## config.mk

```make
export PLATFORM = sky130hd
export DESIGN_NAME = spi_omega_master
export DESIGN_NICKNAME = d
export VERILOG_FILES = /design/src/rtl/spi_omega_master.sv
export SDC_FILE = /design/constraint.sdc
export NUM_CORES = 1
export LEC_CHECK = 0
export CORE_MARGIN = 2
export CORE_UTILIZATION = 56
export DETAILED_ROUTE_END_ITERATION = 6
export GPL_TIMING_DRIVEN = 0
export PLACE_DENSITY = 0.83
export SLEW_MARGIN = 20
export SYNTH_ARGS = -nofsm -noshare
export SYNTH_HDL_FRONTEND = slang
export SYNTH_SLANG_ARGS = --single-unit
```

## constraint.sdc

```tcl
create_clock -name clk -period 2.5 [get_ports clk]
set_input_delay 0.25 -clock clk [delete_from_list [all_inputs] [get_ports clk]]
set_output_delay 0.25 -clock clk [all_outputs]
set_load 0.005 [all_outputs]
```

## src/rtl/spi_omega_master.sv

```systemverilog
// SPI mode-0 master that shifts one DATA_W-bit tuning word per frame, MSB first,
// to the omega receiver. Every output comes straight from a flop.
module spi_omega_master #(
  parameter int unsigned DATA_W   = 40,
  parameter int unsigned HALF_DIV = 2
) (
  input  logic              clk,
  input  logic              reset,
  input  logic              start,
  input  logic [DATA_W-1:0] data_in,
  output logic              sck,
  output logic              mosi,
  output logic              ssel,
  output logic              busy,
  output logic              done
);

  localparam int unsigned HW = $clog2(HALF_DIV + 1);
  localparam int unsigned BW = $clog2(DATA_W + 1);

  localparam logic [HW-1:0] HalfLast = HW'(HALF_DIV - 1);
  localparam logic [BW-1:0] BitLast  = BW'(DATA_W - 1);

  localparam logic [2:0] StIdle  = 3'd0;
  localparam logic [2:0] StLow   = 3'd1;
  localparam logic [2:0] StHigh  = 3'd2;
  localparam logic [2:0] StTrail = 3'd3;
  localparam logic [2:0] StGap   = 3'd4;

  if (HALF_DIV < 1) begin : gen_bad_div
    $error("HALF_DIV must be at least 1");
  end
  if (DATA_W < 2) begin : gen_bad_width
    $error("DATA_W must be at least 2");
  end

  logic [2:0]        state_q, state_d;
  logic [HW-1:0]     hcnt_q, hcnt_d;
  logic [BW-1:0]     bcnt_q, bcnt_d;
  logic [DATA_W-1:0] shreg_q, shreg_d;
  logic              sck_q, sck_d;
  logic              mosi_q, mosi_d;
  logic              ssel_q, ssel_d;
  logic              busy_q, busy_d;
  logic              done_q, done_d;
  logic              half_end;

  assign half_end = (hcnt_q == HalfLast);

  always_comb begin
    state_d = state_q;
    hcnt_d  = hcnt_q;
    bcnt_d  = bcnt_q;
    shreg_d = shreg_q;
    sck_d   = sck_q;
    mosi_d  = mosi_q;
    ssel_d  = ssel_q;
    busy_d  = busy_q;
    done_d  = 1'b0;

    case (state_q)
      StIdle: begin
        if (start) begin
          shreg_d = data_in;
          mosi_d  = data_in[DATA_W-1];
          ssel_d  = 1'b0;
          sck_d   = 1'b0;
          busy_d  = 1'b1;
          hcnt_d  = '0;
          bcnt_d  = '0;
          state_d = StLow;
        end
      end

      StLow: begin
        if (half_end) begin
          hcnt_d  = '0;
          sck_d   = 1'b1;
          state_d = StHigh;
        end else begin
          hcnt_d = hcnt_q + 1'b1;
        end
      end

      StHigh: begin
        if (half_end) begin
          hcnt_d = '0;
          sck_d  = 1'b0;
          // Next bit lands on mosi in the same cycle sck falls.
          if (bcnt_q == BitLast) begin
            mosi_d  = 1'b0;
            state_d = StTrail;
          end else begin
            bcnt_d  = bcnt_q + 1'b1;
            shreg_d = {shreg_q[DATA_W-2:0], 1'b0};
            mosi_d  = shreg_q[DATA_W-2];
            state_d = StLow;
          end
        end else begin
          hcnt_d = hcnt_q + 1'b1;
        end
      end

      StTrail: begin
        if (half_end) begin
          hcnt_d  = '0;
          ssel_d  = 1'b1;
          state_d = StGap;
        end else begin
          hcnt_d = hcnt_q + 1'b1;
        end
      end

      StGap: begin
        if (half_end) begin
          hcnt_d  = '0;
          busy_d  = 1'b0;
          done_d  = 1'b1;
          state_d = StIdle;
        end else begin
          hcnt_d = hcnt_q + 1'b1;
        end
      end

      default: begin
        hcnt_d  = '0;
        bcnt_d  = '0;
        sck_d   = 1'b0;
        mosi_d  = 1'b0;
        ssel_d  = 1'b1;
        busy_d  = 1'b0;
        state_d = StIdle;
      end
    endcase
  end

  always_ff @(posedge clk) begin
    if (reset) begin
      state_q <= StIdle;
      hcnt_q  <= '0;
      bcnt_q  <= '0;
      shreg_q <= '0;
      sck_q   <= 1'b0;
      mosi_q  <= 1'b0;
      ssel_q  <= 1'b1;
      busy_q  <= 1'b0;
      done_q  <= 1'b0;
    end else begin
      state_q <= state_d;
      hcnt_q  <= hcnt_d;
      bcnt_q  <= bcnt_d;
      shreg_q <= shreg_d;
      sck_q   <= sck_d;
      mosi_q  <= mosi_d;
      ssel_q  <= ssel_d;
      busy_q  <= busy_d;
      done_q  <= done_d;
    end
  end

  assign sck  = sck_q;
  assign mosi = mosi_q;
  assign ssel = ssel_q;
  assign busy = busy_q;
  assign done = done_q;

endmodule
```

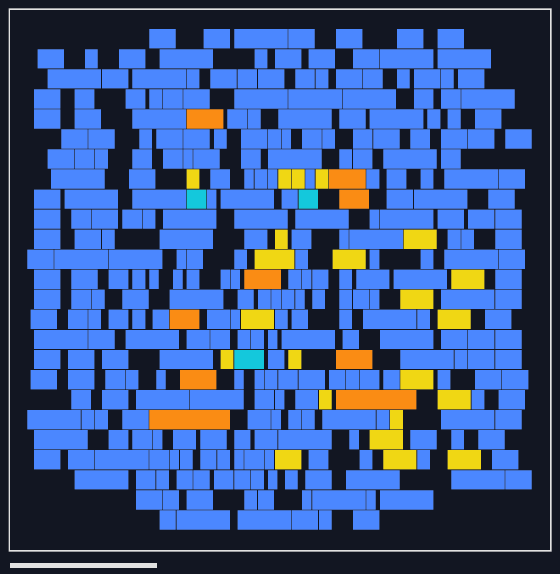
drive_strength.png
Scale bar: 20 um.
- cyan: drive 3 to 4 (cells 3)
- yellow: drive 2 (cells 22)
- blue: drive 1 or less (cells 305)
- orange: drive 6 and up (cells 9)

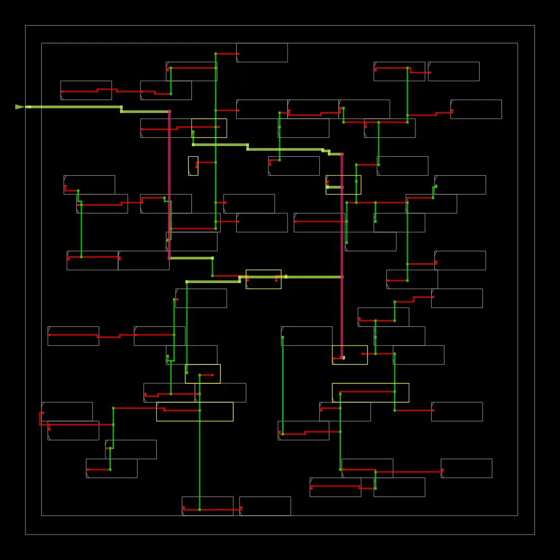
final_clocks.png
clock group power: 689 uW
num sequential: 55
clk_lat worst skew: 0.31 ns

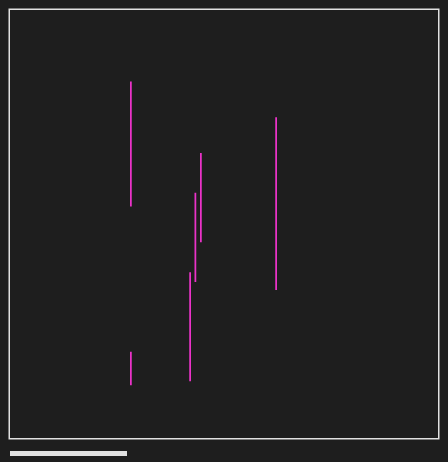
met4.png
Scale bar: 20 um.
- wire length on this layer: 104 um
- main direction: vertical
- longest straight run: 29.2 um
- nets with wire on the layer: 6
- share of all routed wire: 1.7%

==> flow_summary.ini <==
; flow metrics
[layout]
final-seq-area_um2 = 1100
lay_top_count = dfxtp_1
stdcell_count = 393
nMultiInputCombCells = 202
signal_buffers = 74
comb_share_pct = 43.2
comb_area_um2 = 1450
layout.cells.most_common_list = 55 x dfxtp_1, 47 x clkdlybuf4s50_1, 44 x nor3_1
antennaDiodeCount = 0
syn2layout_area_growth_pct = 25.0
buffer_area_share_pct = 18.0
inv_count = 0
clkCellAreaFrac_pct = 3.95
seq_share_pct = 32.8
drive_gt1_share_pct = 10.0
nFillCells = 374
nClkBuffers = 6

[flow_run]
maxCapViolCount = 0
openroad.warnings = 26

[synthesis]
ys_sh_adder_pct = 0.466
flop_cell = dfxtp_1
synthesis.area_um2 = 2690
ys_top_cells_by_count = 55 x dfxtp_1, 44 x nor3_1, 39 x mux2i_1, 31 x a211oi_1, 13 x clkbuf_1
synthXorXnorAreaFrac_pct = 0
ys_area_um2 = 2690
yosys-mux-area-fraction_pct = 14.5
netlist.area_leader.share_pct = 41.0
logic_family = AND-OR/OR-AND gates
fp_nets = 328
synthSimpleGateAreaFrac_pct = 18.4
synth-edff-count = 0
ys_sh_aoi_pct = 20.6
synth_area_per_cell_um2 = 9.46
numSynthFlops = 55
synth_area_leader_cell = dfxtp_1
yosys_cells = 284
ys_async_sr_fraction_pct = 0

[global_routing]
use_met3_pct = 4.80
grt_pass1_wl_mm = 10.1
grt_pass1_vias = 2197
met2_usage_pct = 37.4
grt-ovfl-total = 0
antenna_found_initial = 0
grt_use_total_pct = 24.1
busiest_layer = met2
use_met1_pct = 34.0

[sta]
finalCriticalPeriod_ns = 1.97
setup_violations = 0
whs_ns = 0.485
max_freq_mhz = 507
hold_viol = 0
worst_slew_pin_slew_ns = 0.691
rsz0062_at_grt = no

[power]
power.leakage_nw = 1.11
pg_comb_uw = 400
maxPowerGroup = registers
sw_frac_of_total_pct = 25.6
irDropWorstVdd_uv = 466
power_frac_seq_pct = 47.8
combPwrFrac_pct = 19.2
p_total_mw = 2.09
power.share.clock_pct = 33.1
p_int_mw = 1.55
p_sw_uw = 533

[hold_path]
whs_path_depth = 2
hold_class = register to register

[setup_path]
r2r_start = state_q[2]$_SDFFE_PP0P_
critPathCaptureType = register
reg2regPathDepth = 6
rrSetupSlack_ns = 0.53
crit_fanout = 10
required_ns = 2.74
worstSetupStartpoint = state_q[2]$_SDFFE_PP0P_
reg2reg_to = shreg_q[22]$_SDFFE_PP0P_
worstPathArrival_ns = 2.21
crit_type = register to register
cp-endpoint = shreg_q[22]$_SDFFE_PP0P_

[placed_design]
post-dp-hpwl_mm = 4.32
placed_cells = 385
io_buffers = 47

[clock_network]
ctsResizeCount = 0
clockBufferDepth = 2
clk_pin_slew_worst_paths_ns = 0.10
clkSinkCount = 55
clockRootBuffer = clkbuf_8
cts_tree = done
cts_max_level = 2

[floorplan]
rows = 25
tap_cells = 54
io_pins = 48
die-area_um2 = 5370
coreArea_um2 = 4660
dieWidth_um = 73.3
die_h_um = 73.3
fp_util_pct = 57.6

[drt]
drtIter0Drc = 137
met1_length_mm = 2.95
routed_via_density = 6.09
drc = 0
routed-wl-met2_mm = 2.84
postRouteAntennaNets = 0
top_layer_used = met4
routedWlPerCell_um = 15.8
routed_wl_mm = 6.22

[status]
outcome = completed
## per-stage QoR
step | cell area, um2 | utilization (%) | setup slack (ns)
finish | 3360 | 72.0 | 0.529
global route | 3360 | 72.0 | 0.411
CTS | 3360 | 72.0 | 0.565
detailed placement | 3220 | 69.2 | 0.300
global placement | 3220 | 69.2 | 0.286
floorplan | 2690 | - | 0.839
## worst max-delay path: stages, from the launching register on
cell	delay [ns]
dfxtp_1	0.39
nand2b_1	0.27
nor3_1	0.39
buf_2	0.32
buf_2	0.26
nor3_1	0.08
a211oi_2	0.19
## sequential cells by signal, summed over array words and instances (netlist names)
register and flops:
state_q 3, shreg_q 39, bcnt_q 6, ssel 1
sck 1, done 1, mosi 1, busy 1
hcnt_q 2
No activity file was given, so power comes from the tool's default toggle rates.
